## config.mk

```make
export PLATFORM = sky130hd
export DESIGN_NAME = lsu_axi_bridge
export DESIGN_NICKNAME = d
export VERILOG_FILES = /design/src/rtl/lsu_axi_bridge.sv
export SDC_FILE = /design/constraint.sdc
export NUM_CORES = 1
export LEC_CHECK = 0
export CAP_MARGIN = 20
export CORE_AREA = 2 2 233 235
export CTS_CLUSTER_DIAMETER = 100
export DETAILED_ROUTE_END_ITERATION = 16
export DIE_AREA = 0 0 235 237
export GPL_TIMING_DRIVEN = 0
export HOLD_SLACK_MARGIN = 0.12
export PLACE_DENSITY = 0.51
export SYNTH_ARGS = -nofsm -noshare
export SYNTH_HDL_FRONTEND = slang
export SYNTH_SLANG_ARGS = --single-unit
```

## constraint.sdc

```tcl
create_clock -name clk -period 1.99 [get_ports clk]
set_clock_uncertainty 0.15 [all_clocks]
set_input_delay 0.4975 -clock clk [delete_from_list [all_inputs] [get_ports clk]]
set_output_delay 0.4975 -clock clk [all_outputs]
set_load 0.02 [all_outputs]
```

## src/rtl/lsu_axi_bridge.sv

```systemverilog
// Memory-stage to AXI4 master bridge: one single-beat read or write in flight at a time,
// with valid/ready request and valid/ready completion on the upstream side.
module lsu_axi_bridge #(
  parameter int              ADDR_W = 64,
  parameter int              ID_W   = 4,
  parameter logic [ID_W-1:0] AXI_ID = '0
) (
  input  logic              clk,
  input  logic              rst_n,
  // upstream write request / completion
  input  logic              w_valid_i,
  output logic              w_ready_o,
  input  logic [ADDR_W-1:0] w_addr_i,
  input  logic [63:0]       w_data_i,
  input  logic [7:0]        w_mask_i,
  output logic              w_valid_o,
  input  logic              w_ready_i,
  // upstream read request / completion
  input  logic              r_valid_i,
  output logic              r_ready_o,
  input  logic [ADDR_W-1:0] r_addr_i,
  input  logic [7:0]        r_size_i,
  output logic [63:0]       data_read_o,
  output logic              data_valid,
  input  logic              data_ready,
  output logic              bus_err,
  // AXI4 write address
  output logic [ID_W-1:0]   awid,
  output logic [ADDR_W-1:0] awaddr,
  output logic [7:0]        awlen,
  output logic [2:0]        awsize,
  output logic [1:0]        awburst,
  output logic              awvalid,
  input  logic              awready,
  // AXI4 write data
  output logic [63:0]       wdata,
  output logic [7:0]        wstrb,
  output logic              wlast,
  output logic              wvalid,
  input  logic              wready,
  // AXI4 write response
  input  logic [ID_W-1:0]   bid,
  input  logic [1:0]        bresp,
  input  logic              bvalid,
  output logic              bready,
  // AXI4 read address
  output logic [ID_W-1:0]   arid,
  output logic [ADDR_W-1:0] araddr,
  output logic [7:0]        arlen,
  output logic [2:0]        arsize,
  output logic [1:0]        arburst,
  output logic              arvalid,
  input  logic              arready,
  // AXI4 read data
  input  logic [ID_W-1:0]   rid,
  input  logic [63:0]       rdata,
  input  logic [1:0]        rresp,
  input  logic              rlast,
  input  logic              rvalid,
  output logic              rready,
  // debug view of the FSM
  output logic [2:0]        dbg_state_o
);

  // Handshake rule on every channel: a transfer happens on a rising clk edge where
  // valid and ready are both 1; a valid side holds valid and payload stable until then.

  typedef enum logic [2:0] {
    IDLE    = 3'd0,
    WR_REQ  = 3'd1,
    WR_RESP = 3'd2,
    WR_DONE = 3'd3,
    RD_REQ  = 3'd4,
    RD_DATA = 3'd5,
    RD_DONE = 3'd6
  } state_e;

  state_e              state_q, state_d;
  logic                awvalid_q, awvalid_d;
  logic                wvalid_q, wvalid_d;
  logic                bus_err_q, bus_err_d;
  logic [ADDR_W-1:0]   addr_q, addr_d;
  logic [63:0]         wdata_q, wdata_d;
  logic [7:0]          wstrb_q, wstrb_d;
  logic [2:0]          arsize_q, arsize_d;
  logic [63:0]         data_read_q, data_read_d;
  logic [2:0]          size_enc;
  logic                aw_done, w_done;
  logic                unused_inputs;

  // ID and last-beat flags are implied by the single-outstanding, single-beat protocol.
  assign unused_inputs = ^{bid, rid, rlast};

  always_comb begin
    case (r_size_i)
      8'd1:    size_enc = 3'd0;
      8'd2:    size_enc = 3'd1;
      8'd4:    size_enc = 3'd2;
      default: size_enc = 3'd3;
    endcase
  end

  assign aw_done = !awvalid_q || awready;
  assign w_done  = !wvalid_q || wready;

  always_comb begin
    state_d     = state_q;
    awvalid_d   = awvalid_q;
    wvalid_d    = wvalid_q;
    bus_err_d   = 1'b0;
    addr_d      = addr_q;
    wdata_d     = wdata_q;
    wstrb_d     = wstrb_q;
    arsize_d    = arsize_q;
    data_read_d = data_read_q;
    w_ready_o   = 1'b0;
    r_ready_o   = 1'b0;
    case (state_q)
      IDLE: begin
        // Writes take priority; a simultaneous read keeps waiting with r_ready_o low.
        if (w_valid_i) begin
          w_ready_o = 1'b1;
          addr_d    = w_addr_i;
          wdata_d   = w_data_i;
          wstrb_d   = w_mask_i;
          awvalid_d = 1'b1;
          wvalid_d  = 1'b1;
          state_d   = WR_REQ;
        end else if (r_valid_i) begin
          r_ready_o = 1'b1;
          addr_d    = r_addr_i;
          arsize_d  = size_enc;
          state_d   = RD_REQ;
        end
      end
      WR_REQ: begin
        if (awvalid_q && awready) awvalid_d = 1'b0;
        if (wvalid_q && wready)   wvalid_d  = 1'b0;
        if (aw_done && w_done)    state_d   = WR_RESP;
      end
      WR_RESP: begin
        if (bvalid) begin
          bus_err_d = (bresp != 2'b00);
          state_d   = WR_DONE;
        end
      end
      WR_DONE: begin
        if (w_ready_i) state_d = IDLE;
      end
      RD_REQ: begin
        if (arready) state_d = RD_DATA;
      end
      RD_DATA: begin
        // An error response still completes upstream; bus_err flags it alongside.
        if (rvalid) begin
          data_read_d = rdata;
          bus_err_d   = (rresp != 2'b00);
          state_d     = RD_DONE;
        end
      end
      RD_DONE: begin
        if (data_ready) state_d = IDLE;
      end
      default: state_d = IDLE;
    endcase
  end

  always_ff @(posedge clk or negedge rst_n) begin
    if (!rst_n) begin
      state_q     <= IDLE;
      awvalid_q   <= 1'b0;
      wvalid_q    <= 1'b0;
      bus_err_q   <= 1'b0;
      addr_q      <= '0;
      wdata_q     <= '0;
      wstrb_q     <= '0;
      arsize_q    <= 3'd0;
      data_read_q <= '0;
    end else begin
      state_q     <= state_d;
      awvalid_q   <= awvalid_d;
      wvalid_q    <= wvalid_d;
      bus_err_q   <= bus_err_d;
      addr_q      <= addr_d;
      wdata_q     <= wdata_d;
      wstrb_q     <= wstrb_d;
      arsize_q    <= arsize_d;
      data_read_q <= data_read_d;
    end
  end

  // Channel strobes other than AW/W are pure decodes of the registered state.
  assign awvalid     = awvalid_q;
  assign wvalid      = wvalid_q;
  assign bready      = (state_q == WR_RESP);
  assign arvalid     = (state_q == RD_REQ);
  assign rready      = (state_q == RD_DATA);
  assign w_valid_o   = (state_q == WR_DONE);
  assign data_valid  = (state_q == RD_DONE);
  assign bus_err     = bus_err_q;
  assign data_read_o = data_read_q;
  assign dbg_state_o = state_q;

  assign awid    = AXI_ID;
  assign awaddr  = addr_q;
  assign awlen   = 8'd0;
  assign awsize  = 3'd3;
  assign awburst = 2'b01;
  assign wdata   = wdata_q;
  assign wstrb   = wstrb_q;
  assign wlast   = 1'b1;
  assign arid    = AXI_ID;
  assign araddr  = addr_q;
  assign arlen   = 8'd0;
  assign arsize  = arsize_q;
  assign arburst = 2'b01;

endmodule

```

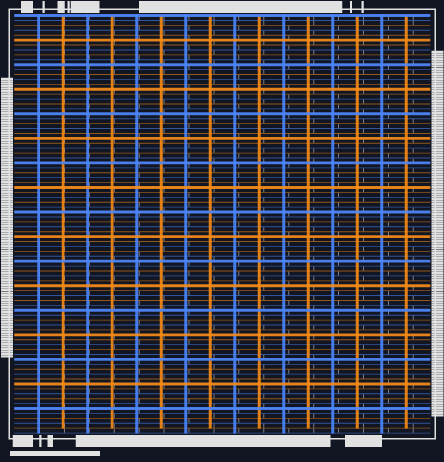
floorplan.png
Bar = 50 um. Pins as bars on the die edge. Tap cells in gray.
| color | net |
|---|---|
| orange | VDD |
| blue | VSS |
tap cells: 696
met4 straps: 16
signal pins: 608
rows: 85
Die Ht: 237 um
die width: 235 um
CORE AREA: 53300 sq um

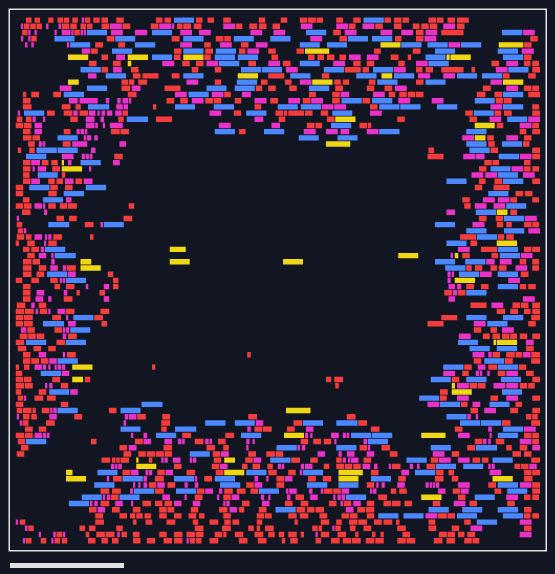
class_map.png
Bar = 50 um.
| color | class | cells | share of their area |
|---|---|---|---|
| red | remaining buffers and delay cells | 735 | 42% |
| blue | sequential cells | 208 | 31% |
| magenta | remaining logic cells | 412 | 21% |
| yellow | clock drivers and dummy loads | 49 | 5.9% |

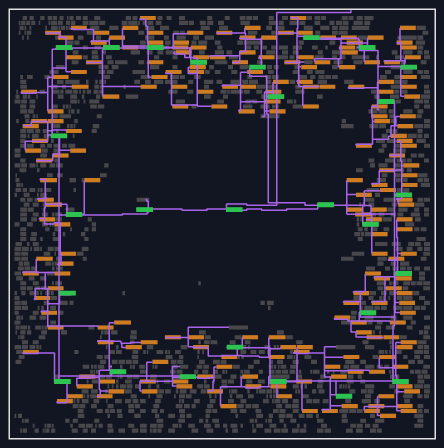
clock_wires.png
[purple] clock wires | length: 3630 um
[green] clock-net drivers | count: 27
[orange] flip-flops | count: 208
flops lie: all over the die

==> ci_impl_report.md <==
## Implementation flow summary

| Metric | Value |
|---|---|
| XOR-XNOR Cells, Area Fraction | `0.00177` |
| Total tool warning count | `37` |
| # resized after CTS | `785` |
| GP Congestion | `0.789` |
| Crit. Startpoint | `dbg_state_o[2]` |
| Seq pwr share | `0.263` |
| Ys Warns | `0` |
| Storage element area | `5220 sq um` |
| Leading cell kind | `buffers` |
| Initial antenna violation count | `0` |
| Mux share | `0.267` |
| Peak supply drop | `0.623 mV` |
| Sequential share of the synthesized area | `0.527` |
| Dominant cell by count in the synthesized netlist | `dfrtp_1` |
| FF+latch count, synth | `208` |
| Tot Pwr | `29.7 mW` |
| Antenna cells | `0` |
| Dominant logic cell type in the layout | `clkdlybuf4s50_1` |
| Routed vias/inst | `3.76` |
| Critical path, cell by cell | `buf_6 -> nor3_4 -> and2_4 -> buf_12 -> buf_8` |
| Stages on the worst setup path | `5` |
| M1 wire length | `15.0 mm` |
| Worst Tran Pin Value | `554 ps` |
| First-pass GRT wire length | `57.6 mm` |
| Area leader share | `0.527` |
| Largest net degree at the start of global routing | `94` |
| FF-to-FF Start | `dbg_state_o[2]` |
| Final Instance Area | `17900 sq um` |
| P_seq | `7.81 mW` |
| Cells after DPL | `2019` |
| DP Area | `16600 sq um` |
| Flop count | `208` |
| Top non-seq family | `multiplexers` |
| Leak pwr | `8.37 nW` |
| CP bufs+invs | `3` |
| Period utilization | `1.18` |
| Nets | `1680` |
| Antenna Violating Nets Remaining | `0` |
| Clk ins delay skew pair | `540 ps` |
| Combinational cell power | `16.3 mW` |
| Worst setup EP type | `output port` |
| Post-synth top cells | `dfrtp_1, mux2_4, buf_4, nor2_1, a21oi_1` |
| Final Slew Violations | `0` |
| Slew headroom | `0.631` |
| Post-CTS Setup Bufs | `110` |
| Top cells by area | `dfrtp_1, mux2_4, buf_4` |
| Setup Viol. Count Final | `57` |
| Clock group | `5.55 mW` |
| Clk cell area share | `0.0564` |
| Share of cells above drive strength 1 | `0.334` |
| Avg Cell Area, Syn | `13.6 sq um` |
| Setup crit start kind | `flop` |
| RSZ-0062 raised after global routing | `yes` |
| Adder share | `0` |
| Hold_buf cts | `1` |
| DIE AREA | `55700 sq um` |
| Switch share | `0.384` |
| Post-Layout Cell Count | `2100` |
| # Cells Yosys | `726` |
| Via count | `7901` |
| Maxcap violations | `0` |
| GRT busiest layer | `met2` |
| Combinational gates | `410` |
| Clock Power Share | `0.187` |
| Final Util | `0.337` |
| Slack of the worst reg-to-reg path | `-60 ps` |
| And+or+nand+nor area frac | `0.0416` |
| Failing checks | `negative setup slack` |
| Post-Syn Instances | `726` |
| Inverter count | `2` |
| Ys async rst share | `1.00` |
| Setup TNS | `-3800 ps` |
| Critical path capture point | `w_ready_o` |
| # rows | `85` |
| Buffering overhead | `0.400` |
| WS Path Type | `flop to output port` |
| Aoi share | `0.0421` |
| Non-clk bufs | `735` |
| M3 GR Usage | `0.0396` |
| CTS Sinks | `208` |
| Fin crit period | `2350 ps` |
| Pint | `18.3 mW` |
| Crit path DRT | `1340 ps` |
| Top sig layer | `met4` |
| Final hold slack | `202 ps` |
| Pre-Repair DR Iteration Count | `5` |
| Pwr/cell area | `1650 nW/um^2` |
| Crit path largest cell delay | `400 ps` |
| Port Buffer Count | `564` |
| Status | `complete, but fails checks` |
| Worst R2R End | `data_read_o[29]` |
| Gate Area | `3650 sq um` |
| Most numerous logic cells after layout | `clkdlybuf4s50_1, dfrtp_1, dlygate4sd2_1, buf_6, mux2_4` |
| DPL Wire Length | `29.1 mm` |
| M1 GR Usage | `0.156` |
| GRT Util Overall | `0.135` |
| Logic share of the area | `0.203` |
| Ys flop type | `dfrtp_1` |
| Synth area leader | `dfrtp_1` |
| Starting DRT DRC Count | `254` |
| Clock root buffer | `clkbuf_16` |
| Top cell family by delay on the critical path | `flip-flops` |
| CTS Buffer Depth | `3` |
| Met2 WL | `20.2 mm` |
| GR Util met2 | `0.245` |
| CP arrival | `1700 ps` |
| Fin worst setup slack | `-361 ps` |
| P_sw | `11.4 mW` |
| Post-route DRC | `0` |
| Post-synth cell types | `32` |
| Critical path fanouts, max | `2` |
| WL per Instance | `18.6 um` |
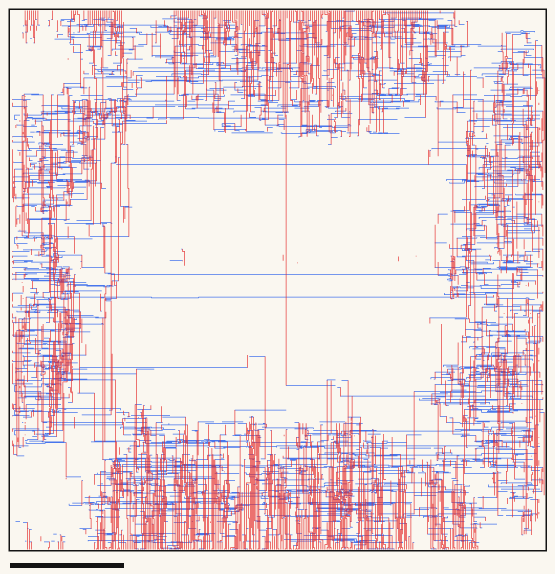
layers.png
Bar = 50 um. Two of the layers only.
| color | layer | wire length |
|---|---|---|
| red | M2 | 20.2 mm |
| blue | M1 | 15000 um |

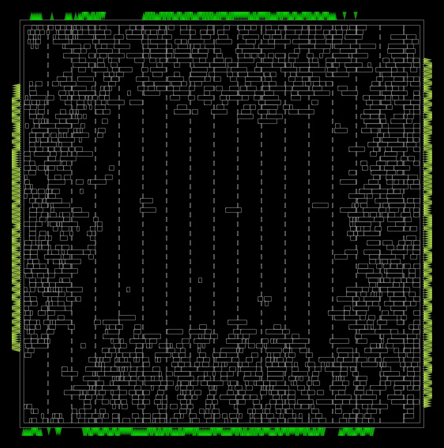
placed.png
sequential cell area share: 0.291
Tapcells: 696

Power figures rest on the tool's default switching activity, not on a simulated workload.
